`src/rtl/disp_pkg.sv`:
```
// disp_pkg: shared types, font and helpers for the display scheduler
package disp_pkg;
  typedef enum logic [1:0] {ARB, CONVERT, SHOW} state_t;
  localparam int SCAN_DIV_DEF = 100_000;
  localparam logic [6:0] HEX_FONT [16] = '{
    7'h40, 7'h79, 7'h24, 7'h30, 7'h19, 7'h12, 7'h02, 7'h78,
    7'h00, 7'h10, 7'h08, 7'h03, 7'h46, 7'h21, 7'h06, 7'h0E
  };
  function automatic logic [3:0] add3(input logic [3:0] n);
    return n >= 4'd5 ? n + 4'd3 : n;
  endfunction
endpackage

```
`src/rtl/disp_sched_bin2bcd.sv`:
```
// bin2bcd_seq: 8-cycle shift-add-3 binary to BCD converter, done pulses after the last iteration
module bin2bcd_seq
  import disp_pkg::*;
(
  input  logic       clk,
  input  logic       rst,
  input  logic       start,
  input  logic [7:0] bin,
  output logic       done,
  output logic [3:0] hundreds,
  output logic [3:0] tens,
  output logic [3:0] ones
);
  logic [19:0] sh, nxt;
  logic [2:0] cnt;
  logic busy;
  assign nxt = {add3(sh[19:16]), add3(sh[15:12]), add3(sh[11:8]), sh[7:0]} << 1;
  // load on start, iterate while busy, latch digits on the eighth step
  always_ff @(posedge clk or posedge rst) begin
    if (rst) begin
      sh <= '0;
      cnt <= '0;
      busy <= 1'b0;
      done <= 1'b0;
      hundreds <= '0;
      tens <= '0;
      ones <= '0;
    end else begin
      done <= 1'b0;
      if (start) begin
        sh <= {12'd0, bin};
        cnt <= '0;
        busy <= 1'b1;
      end else if (busy) begin
        sh <= nxt;
        cnt <= cnt + 3'd1;
        if (cnt == 3'd7) begin
          busy <= 1'b0;
          done <= 1'b1;
          hundreds <= nxt[19:16];
          tens <= nxt[15:12];
          ones <= nxt[11:8];
        end
      end
    end
  end
endmodule

```
`src/rtl/disp_sched.sv`:
```
// disp_sched: round-robin sharing of a 4-digit seven-segment display (DISP_SRC_DIGIT_EN shows src_id on the thousands digit)
module disp_sched
  import disp_pkg::*;
#(
  parameter int N_SRC       = 4,
  parameter int SCAN_DIV    = SCAN_DIV_DEF,
  parameter int DWELL_TICKS = 1000
) (
  input  logic               clk,
  input  logic               rst,
  input  logic [N_SRC-1:0]   req,
  input  logic [8*N_SRC-1:0] data,
  output logic [N_SRC-1:0]   grant,
  output logic [2:0]         src_id,
  output logic               bcd_valid,
  output logic [6:0]         seg,
  output logic [3:0]         an
);
  localparam int CW = SCAN_DIV > 1 ? $clog2(SCAN_DIV) : 1;
  localparam int DW = $clog2(DWELL_TICKS + 1);
  state_t state, nxt_state;
  logic [CW-1:0] scnt;
  logic tick;
  logic [1:0] digit_sel;
  logic [2:0] rr_ptr, win;
  logic [3:0] p, sum;
  logic [N_SRC-1:0] rq2;
  logic found, start, done, rel;
  logic [7:0] cap;
  logic [DW-1:0] dwell;
  logic [3:0] hund, tens, ones, thou, digit;
  assign tick = scnt == CW'(SCAN_DIV - 1);
  assign found = |req;
  assign start = state == ARB && found;
  assign rel = state == SHOW && (dwell == DW'(DWELL_TICKS) || !(|(req & grant)));
  bin2bcd_seq u_conv (
    .clk(clk), .rst(rst), .start(start), .bin(cap),
    .done(done), .hundreds(hund), .tens(tens), .ones(ones)
  );
  // free-running scan timebase and digit selector
  always_ff @(posedge clk or posedge rst) begin
    if (rst) begin
      scnt <= '0;
      digit_sel <= '0;
    end else begin
      scnt <= tick ? '0 : scnt + 1'b1;
      digit_sel <= digit_sel + {1'b0, tick};
    end
  end
  // rotate requests by rr_ptr, pick the first set bit and select its data
  always_comb begin
    rq2 = N_SRC'({req, req} >> rr_ptr);
    p = '0;
    for (int i = N_SRC - 1; i >= 0; i--) if (rq2[i]) p = 4'(i);
    sum = {1'b0, rr_ptr} + p;
    win = sum >= 4'(N_SRC) ? 3'(sum - 4'(N_SRC)) : sum[2:0];
    cap = '0;
    for (int i = 0; i < N_SRC; i++) if (3'(i) == win) cap = data[8*i +: 8];
  end
  // state register
  always_ff @(posedge clk or posedge rst) begin
    if (rst) state <= ARB;
    else state <= nxt_state;
  end
  // next-state logic
  always_comb begin
    nxt_state = state == ARB ? (found ? CONVERT : ARB) :
                state == CONVERT ? (done ? SHOW : CONVERT) :
                (rel ? ARB : SHOW);
  end
  // grant bookkeeping and dwell timer
  always_ff @(posedge clk or posedge rst) begin
    if (rst) begin
      src_id <= '0;
      rr_ptr <= '0;
      dwell <= '0;
    end else begin
      if (start) begin
        src_id <= win;
        rr_ptr <= win == 3'(N_SRC - 1) ? '0 : win + 3'd1;
      end
      dwell <= state == SHOW ? dwell + DW'(tick) : '0;
    end
  end
  // outputs decoded from state, owner and scan position
  always_comb begin
    grant = state != ARB ? N_SRC'(1) << src_id : '0;
    bcd_valid = state == SHOW;
`ifdef DISP_SRC_DIGIT_EN
    thou = {1'b0, src_id};
`else
    thou = 4'd0;
`endif
    digit = digit_sel == 2'd0 ? ones : digit_sel == 2'd1 ? tens : digit_sel == 2'd2 ? hund : thou;
    an = state == SHOW ? ~(4'b0001 << digit_sel) : 4'hF;
    seg = state == SHOW ? HEX_FONT[digit] : 7'h7F;
  end
endmodule

```
`config.mk`:
```
export PLATFORM = sky130hd
export DESIGN_NAME = disp_sched
export DESIGN_NICKNAME = d
export VERILOG_FILES = /design/src/rtl/disp_pkg.sv /design/src/rtl/disp_sched_bin2bcd.sv /design/src/rtl/disp_sched.sv
export SDC_FILE = /design/constraint.sdc
export NUM_CORES = 1
export LEC_CHECK = 0
export CELL_PAD_IN_SITES_DETAIL_PLACEMENT = 1
export CELL_PAD_IN_SITES_GLOBAL_PLACEMENT = 2
export CORE_UTILIZATION = 37
export CTS_CLUSTER_DIAMETER = 120
export CTS_CLUSTER_SIZE = 20
export DETAILED_ROUTE_END_ITERATION = 10
export GPL_ROUTABILITY_DRIVEN = 0
export GPL_TIMING_DRIVEN = 0
export PLACE_DENSITY = 0.91
export SLEW_MARGIN = 20
export SYNTH_ARGS = -nofsm -noshare
export SYNTH_HDL_FRONTEND = slang
export SYNTH_HIERARCHICAL = 1
export SYNTH_SLANG_ARGS = --single-unit
```
`constraint.sdc`:
```
create_clock -name clk -period 5.2 [get_ports clk]
set_input_delay 1.04 -clock clk [delete_from_list [all_inputs] [get_ports clk]]
set_output_delay 1.04 -clock clk [all_outputs]
set_load 0.1 [all_outputs]
```
==> impl_metrics.py, run 1 <==
# Physical implementation metrics
metrics = {
    "clock_network": {
        "numCtsBuffers": 9,
        "cts_buffer_depth": 2,
        "cts_root_buf": "clkbuf_16",
    },
    "timing": {
        "fin_tns_setup_ps": 0,
        "max_slew_margin_pct": 33.1,
        "skew_ps": 5.19,
    },
    "floorplan": {
        "die_w_um": 112,
        "core_area_mm2": 0.0116,
        "fp-row-count": 39,
        "initial_core_util_pct": 38.5,
        "pin_count": 57,
    },
    "worst_setup_path": {
        "start_kind": "flip-flop",
        "end_kind": "output pin",
        "path_max_fanout": 10,
        "crit_required_ps": 4160,
    },
    "drt": {
        "drt_iter0_markers": 134,
        "drc": 0,
        "wirelength_um": 11200,
        "wl_per_cell_um": 16.0,
    },
    "global_route": {
        "antenna_found_initial": 0,
        "grt_max_degree": 38,
        "grt_pass1_wl_um": 19300,
    },
    "flow_run": {
        "drv_cap": 0,
    },
    "placement": {
        "numPortBuffers": 56,
    },
    "final_layout": {
        "fin_cells": 697,
        "comb_area_mm2": 0.00243,
        "drive_above_1_share_pct": 7.76,
        "fillers": 1347,
        "fin_nets": 615,
    },
    "logic_synthesis": {
        "top_area_cell": "dfrtp_1",
        "ys.flops": 74,
        "syn_area_mm2": 0.00447,
        "synthFlopType": "dfrtp_1",
        "common_cells": "74 x dfrtp_1, 55 x nand2_1, 46 x nor2_1, 35 x o21ai_0, 28 x a21oi_1",
        "yosys_area_mm2": 0.00447,
        "area_leaders": "dfrtp_1 41%, ha_1 6.7%, mux2i_1 5.4%, nand2_1 4.6%, o21ai_0 3.9%",
    },
    "worst_hold_path": {
        "hp-class": "reg2reg",
    },
    "run_status": {
        "status": "complete, no violations",
    },
}
-- run 1: layout make-up --
cell class	count	area share, %
Timing Repair Buffer	57	10.7
Sequential cell	74	33.7
Clock inverter	4	0.410
Inverter	23	1.57
Clock buffer	9	4.10
Tap cell	143	3.26
Multi-Input combinational cell	368	44.3
Buffer	19	1.94
-- run 1: sequential cells by signal, summed over array words and instances, names as in the netlist --
register	flops
u_conv/sh	20
scnt	17
dwell	10
u_conv/hundreds	4
u_conv/ones	4
u_conv/tens	4
rr_ptr	3
src_id	3
u_conv/cnt	3
digit_sel	2
state	2
u_conv/busy	1
u_conv/done	1
-- run 1: metrics by stage --
stage	worst slack (ps)	instance area [um^2]	utilization [%]	total power, uW
global route	126	5490	47.3	3350
finish	448	5490	47.3	3110
floorplan	324	4470	-	2160
global placement	531	5210	44.9	2510
detailed placement	491	5240	45.1	2590
CTS	384	5490	47.3	3150
-- run 1: cells by family after synthesis --
group,count (synthesis),synth area share (%)
and+or+nand+nor,184,20.9
AOI/OAI and AO/OA,103,14.0
DFF,74,41.4
buffers and inverters,42,4.31
muxes,29,6.96
xor gates and xnor gates,27,5.29
adders and majority gates,25,7.16
-- run 1: placed cells by master, fill, tap and decap left out, drive strengths merged, types with 23 or more instances in the layout --
master         netlist  layout
dfrtp               74      74
clkdlybuf4s50        0      56
nand2               55      55
nor2                46      46
o21ai               45      45
a21oi               31      31
mux2i               24      24
ha                  24      24
inv                 23      23
-- run 1: per-layer routing --
| layer | GRT usage [%] | vias up | part of all wire [%] |
|---|---|---|---|
| met4 | 4.36 | 0 | 0.73 |
| met5 | 0 | - | 0 |
| met2 | 36.3 | 26 | 54 |
| met1 | 21.9 | 1845 | 44 |
| li1 | - | 1819 | - |
| met3 | 3.76 | 8 | 1.7 |
-- run 1: final timing paths --
kind | start | to | slack [ps] | depth (start not counted)
setup reg to reg | rr_ptr[0] | u_conv/sh[5] | 1520 | 17
hold / removal | scnt[0] | scnt[0] | 490 | 1
hold reg to reg | scnt[0] | scnt[0] | 490 | 1
min in group asynchronous | rst | u_conv/sh[1] | 1090 | 2
setup / recovery | digit_sel[1] | seg[3] | 450 | 9
max in group asynchronous | rst | digit_sel[1] | 3460 | 2
-- run 1: critical path: stages (launching register included) --
cell and delay [ps]:
dfrtp_1 360, buf_4 180, mux2i_1 130, o21ai_0 530, inv_1 220, ha_1 350, mux2i_1 150, nor3_1 60
a41oi_1 220, clkdlybuf4s50_1 1180
-- run 1: power by group --
group,leakage (uW),switching [uW],total [uW],internal (uW)
Clock,0.000123,226,537,312
Sequential,0.000971,138,853,716
Combinational,0.00134,1070,1720,654
Total,0.00244,1430,3110,1680
Fig. 1: run 1, M1 wires
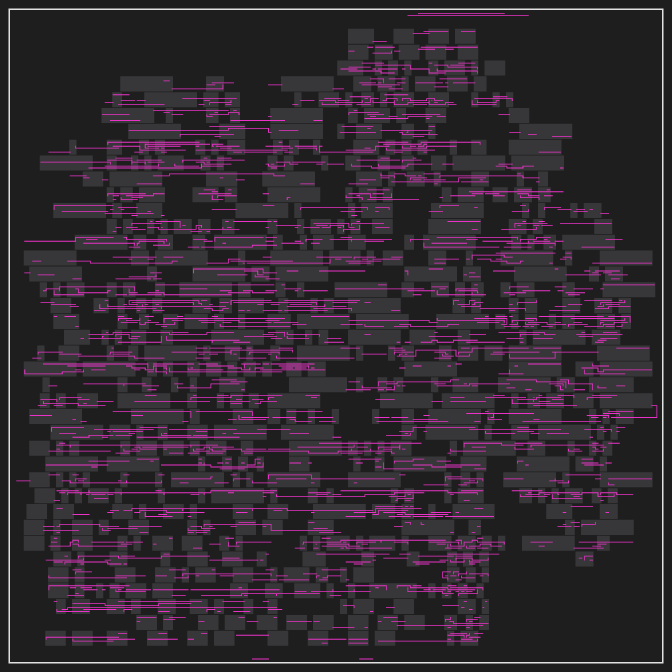
longest straight run: 35.9 um
wire length on this layer: 4,880 um
share of all routed wire: 44%
nets with wire on the layer: 564

Fig. 2: run 1, M2 wires
The bar under the picture is 20 um long.
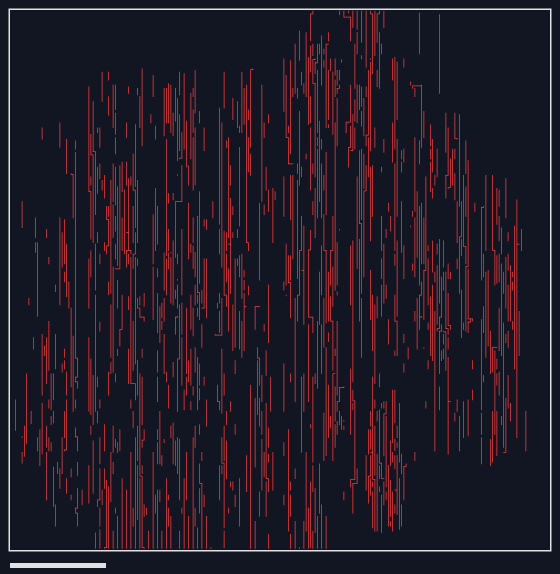
wire length on this layer: 6,020 um
nets with wire on the layer: 546
share of all routed wire: 54%

Fig. 3: run 1, metal 3
The bar under the picture is 20 um long.
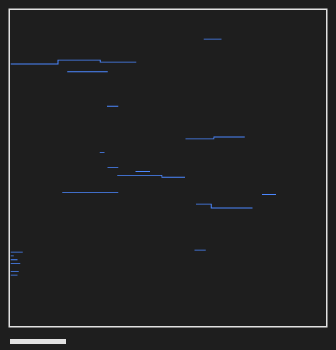
share of all routed wire: 1.7%
nets with wire on the layer: 12

==> run 2: changes to the inputs <==
--- a/config.mk
+++ b/config.mk
@@ -7,6 +7,7 @@
 export LEC_CHECK = 0
 export CELL_PAD_IN_SITES_DETAIL_PLACEMENT = 1
 export CELL_PAD_IN_SITES_GLOBAL_PLACEMENT = 2
+export CORE_MARGIN = 3
 export CORE_UTILIZATION = 37
 export CTS_CLUSTER_DIAMETER = 120
 export CTS_CLUSTER_SIZE = 20
Fig. 4: run 2, clock routing
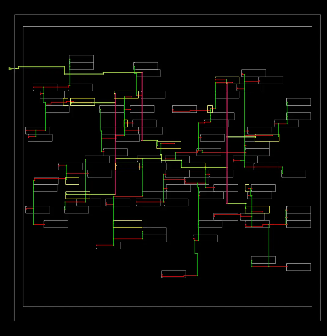
Clock Power: 600 uW
Inserted Clock Buffers: 9

==> run 2 against run 1 <==
  * Clock power increased by 12%
  * Count of clock-buffer cells in the layout increased by 3
  * Worst setup slack improved by 4.8 ps
  * Via count increased by 0.32%
  * Non-clock buffer count decreased by 1
  * Critical path type unchanged
  * Critical endpoint unchanged
==> impl_metrics.py, run 2 <==
# Physical implementation metrics
metrics = {
    "worst_setup_path": {
        "end_kind": "output pin",
        "path_buffers": 3,
        "cp_cell_sequence": "buf_4 -> mux2i_1 -> o21ai_0 -> inv_1 -> ha_1 -> mux2i_1 -> nor3_1 -> a41oi_1 -> clkdlybuf4s50_1",
        "crit_top_cell": "mux2i_1",
        "r2r-start": "rr_ptr[0]",
        "path_depth": 9,
    },
    "floorplan": {
        "die_w_um": 116,
    },
    "timing": {
        "fin_tns_setup_ps": 0,
        "skew_ps": 4.31,
        "max_slew_margin_pct": 33.3,
    },
    "worst_hold_path": {
        "worstHoldPathCells": 1,
        "hp-start": "scnt[6]",
        "hp-class": "reg2reg",
    },
    "final_layout": {
        "fin_nets": 614,
        "largest-register": "u_conv/sh",
        "drive_above_1_share_pct": 7.57,
        "top_regs": "u_conv/sh: 20 flops, scnt: 17 flops, dwell: 10 flops",
    },
    "logic_synthesis": {
        "top_area_cell": "dfrtp_1",
        "ys.flops": 74,
        "area_leaders": "dfrtp_1 41%, ha_1 6.7%, mux2i_1 5.4%, nand2_1 4.6%, o21ai_0 3.9%",
        "synthFlopType": "dfrtp_1",
    },
    "run_status": {
        "status": "complete, no violations",
    },
    "power": {
        "comb_power_share_pct": 54.3,
        "p_sw_share_pct": 45.0,
    },
    "drt": {
        "drt_iter0_markers": 197,
        "drc": 0,
    },
    "clock_network": {
        "cts_buffer_depth": 2,
    },
}
Fig. 5: run 2, M1 wires
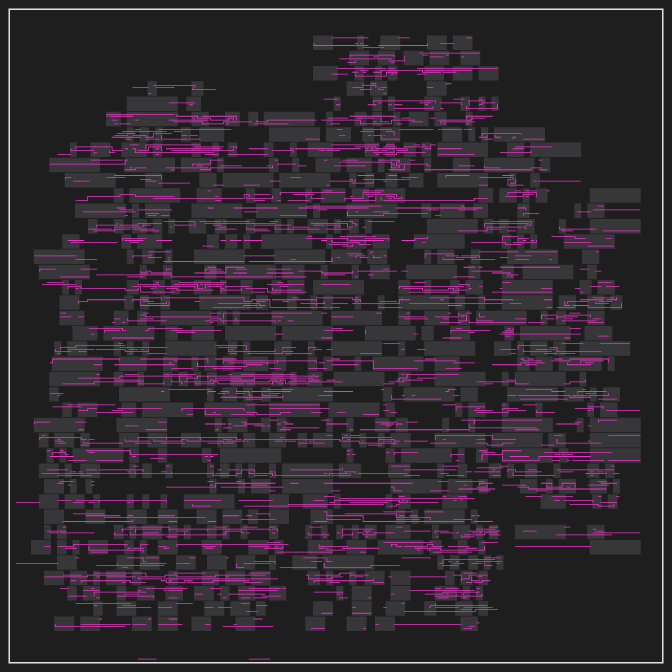
drt total wl: 11,100 um
GRT met1 Usage: 21.1%
via count: 3,710

-- run 2: cell types whose count changed in the layout (fill, tap and decap cells not counted) --
cell | before | now
clkinv_2 | 3 | 2
clkbuf_8 | 0 | 1
clkbuf_1 | 9 | 11
bufinv_16 | 0 | 1
buf_16 | 1 | 0
clkinvlp_4 | 1 | 0
-- run 2: worst max-delay path by stage --
stage	startpoint	end	slack, ps
final	digit_sel[1]	seg[3]	450
after global routing	digit_sel[1]	seg[3]	230
after CTS	digit_sel[1]	seg[3]	420
after detailed placement	req[1]	u_conv/sh[6]	450
after global placement	req[1]	u_conv/sh[6]	550
after floorplan	src_id[0]	grant[0]	320
-- run 2: through the flow --
stage,setup WS [ps],hold slack (ps),power [uW],cells,util (%)
floorplan,324,445,2160,484,-
global placement,546,464,2510,683,44.9
detailed placement,454,485,2590,683,44.9
CTS,420,497,3220,698,47.4
global route,230,521,3460,698,47.4
finish,453,492,3180,698,47.4
-- run 2: power groups by stage --
stage          clock (uW)  sequential (uW)  combinational (uW)
3_3_place_gp            0              854                1660
5_1_grt               642              878                1940
6_report              600              854                1730
2_1_floorplan           0              876                1280
3_5_place_dp            0              863                1730
4_1_cts               618              854                1740
-- run 2: logic make-up (layout without fill, tap and decap cells) --
family	after synthesis	count (layout)	synth area share, %
and+or+nand+nor	184	184	20.9
AOI/OAI and AO/OA	103	103	14.0
DFF	74	74	41.4
buffers and inverters	42	113	4.31
muxes	29	29	6.96
xor gates and xnor gates	27	27	5.29
adders and majority gates	25	25	7.16
-- run 2: cell type report --
| cell class | count | share of cell area [%] |
|---|---|---|
| clock buffer | 12 | 4.48 |
| tap | 143 | 3.25 |
| multi-input combinational | 368 | 44.2 |
| timing repair buffer | 56 | 10.2 |
| buffer | 19 | 1.93 |
| inverter | 23 | 1.57 |
| clock inverter | 3 | 0.728 |
| sequential | 74 | 33.7 |
-- run 2: per-layer routing --
layer / track usage, % / wire length, um
met5: 0 / 0
met4: 4.41 / 125
met3: 3.39 / 221
met2: 32.2 / 5850
met1: 21.1 / 4940
==> run 3: changes to the inputs <==
--- a/config.mk
+++ b/config.mk
@@ -14,7 +14,7 @@
 export DETAILED_ROUTE_END_ITERATION = 10
 export GPL_ROUTABILITY_DRIVEN = 0
 export GPL_TIMING_DRIVEN = 0
-export PLACE_DENSITY = 0.91
+export PLACE_DENSITY_LB_ADDON = 0.08
 export SLEW_MARGIN = 20
 export SYNTH_ARGS = -nofsm -noshare
 export SYNTH_HDL_FRONTEND = slang
Fig. 6: run 3, M1 wires
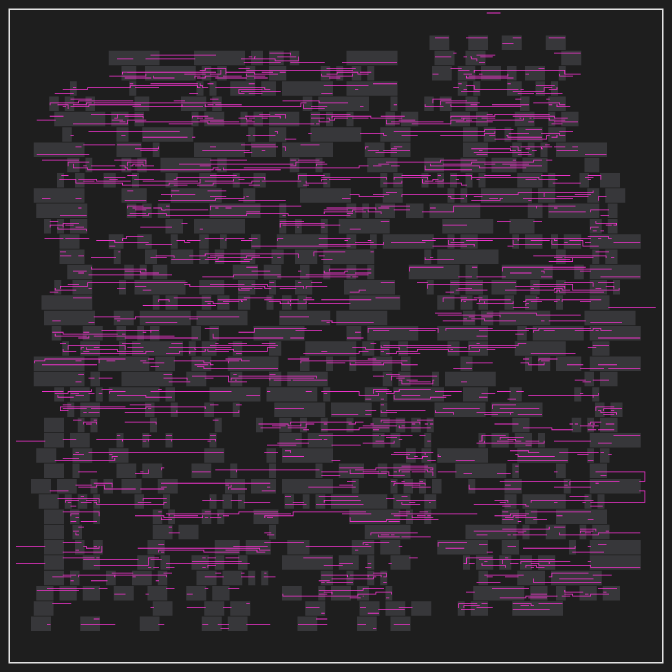
wire length on this layer: 5,040 um
main direction: horizontal
nets with wire on the layer: 541
share of all routed wire: 46%
longest straight run: 28.1 um

==> run 3 against run 2 <==
  * Non-clock buffer count rose by 2
  * Combinational power barely moved
  * Synthesized cell count did not move
  * First-iteration DRC count fell by 40%
  * Global-route usage fell by 0.14 points
  * Critical path depth did not move
  * Routed wire length fell by 2.4%
  * Power fell by 0.92%
  * Cell area rose by 0.64%
  * Sequential share of layout area fell by 0.21 points
  * Hold slack got worse by 7.3 ps
  * Clock skew rose by 1.2 ps
  * Critical endpoint unchanged
  * Largest cell class unchanged
==> impl_metrics.py, run 3 <==
# Physical implementation metrics
metrics = {
    "logic_synthesis": {
        "adder_share_pct": 7.16,
        "common_cells": "74 x dfrtp_1, 55 x nand2_1, 46 x nor2_1, 35 x o21ai_0, 28 x a21oi_1",
        "area_leaders": "dfrtp_1 41%, ha_1 6.7%, mux2i_1 5.4%, nand2_1 4.6%, o21ai_0 3.9%",
        "top_area_share_pct": 41.4,
        "top_area_cell": "dfrtp_1",
        "aoi_share_pct": 14.0,
        "top_logic_kind": "simple AND/OR/NAND/NOR gates",
        "synthMuxAreaShare_pct": 6.96,
        "ys.flops": 74,
        "synthFlopType": "dfrtp_1",
        "simple_gate_share_pct": 20.9,
        "synth_seq_share_pct": 41.4,
        "synth_cell_types": 58,
        "synth-xor-area-share_pct": 5.29,
    },
    "drt": {
        "via_count": 3667,
        "drc": 0,
        "wirelength_um": 10900,
        "drt_iter0_markers": 119,
    },
    "final_layout": {
        "top_regs": "u_conv/sh: 20 flops, scnt: 17 flops, dwell: 10 flops",
        "diodes": 0,
        "final_util_pct": 47.7,
        "largest-register": "u_conv/sh",
        "drive_above_1_share_pct": 7.91,
        "fin_nets": 616,
    },
    "clock_network": {
        "h-tree-depth": 3,
        "numCtsBuffers": 9,
        "cts_buffer_depth": 2,
    },
    "global_route": {
        "grt_max_degree": 25,
        "antenna_found_initial": 0,
    },
    "worst_hold_path": {
        "hp-class": "reg2reg",
        "hp-start": "u_conv/hundreds[0]",
    },
    "worst_setup_path": {
        "critPathLaunch": "digit_sel[1]",
        "cp_cell_sequence": "buf_4 -> mux2i_1 -> o21ai_0 -> inv_1 -> ha_1 -> mux2i_1 -> nor3_1 -> a41oi_1 -> clkdlybuf4s50_1",
        "r2r-start": "rr_ptr[0]",
        "crit_top_cell": "mux2i_1",
        "end_kind": "output pin",
    },
    "run_status": {
        "status": "complete, no violations",
    },
    "floorplan": {
        "die_w_um": 116,
    },
    "timing": {
        "hold_ws_ps": 485,
        "max_slew_margin_pct": 34.8,
        "fin_tns_setup_ps": 0,
    },
}
Fig. 7: run 3, clock routing
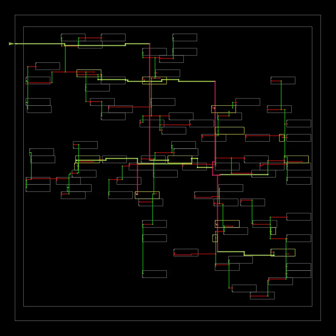
registers: 74
clock buffer count: 10
Clock Power: 589 uW
Worst Skew: 5.53 ps
worst skew pair latency: 340 ps

run 3: logic make-up (layout without fill, tap and decap cells):
logic type | after synthesis | after routing
AND/OR/NAND/NOR | 184 | 184
AND-OR/OR-AND | 103 | 103
flip-flops | 74 | 74
buffers and inverters | 42 | 114
multiplexers | 29 | 29
XOR/XNOR | 27 | 27
adder cells (fa/ha/maj) | 25 | 25
run 3: power by group:
part | switching (uW) | leakage [uW] | internal [uW]
combinational | 1060 | 0.00135 | 657
sequential | 134 | 0.000971 | 716
clock | 226 | 0.000138 | 363
run 3: cell type report:
class | instances | area [um^2]
fill | 1369 | 6080
multi-input combinational | 368 | 2430
sequential | 74 | 1850
timing repair buffer | 58 | 608
clock buffer | 10 | 229
tap | 143 | 179
buffer | 19 | 106
inverter | 23 | 86.3
clock inverter | 4 | 45.0
run 3: through the flow:
stage	std cells	total power (uW)	instance area, um^2	setup slack [ps]
finish	699	3150	5540	445
global route	699	3440	5540	165
CTS	699	3200	5540	407
detailed placement	685	2590	5260	365
global placement	683	2540	5210	507
floorplan	484	2160	4470	324
run 3: critical path, delay by kind of cell, from the launching register on:
kind,cells,cell delay [ps]
fa+ha+maj,1,360
flops,1,360
compound gates,2,750
simple gates,1,60
buf+inv,3,1560
mux,2,280
run 3: per-layer routing:
layer  up-vias  wire [um]  share of wire (%)  track usage, %
li1       1820          -                  -               -
met1      1793       5040                 46            21.2
met2        38       5300                 49            30.0
met3        16        323                3.0            4.80
met4         0        199                1.8            5.49
met5         -          0                  0               0
run 3: final timing paths:
kind	to	slack, ps	cells past startpoint
setup / recovery	seg[3]	440	9
hold / removal	u_conv/hundreds[0]	480	2
setup reg to reg	u_conv/sh[6]	1500	17
hold reg to reg	u_conv/hundreds[0]	480	2
max in group asynchronous	digit_sel[0]	3650	3
min in group asynchronous	u_conv/hundreds[2]	1070	2
No activity file was given, so power comes from the tool's default toggle rates.
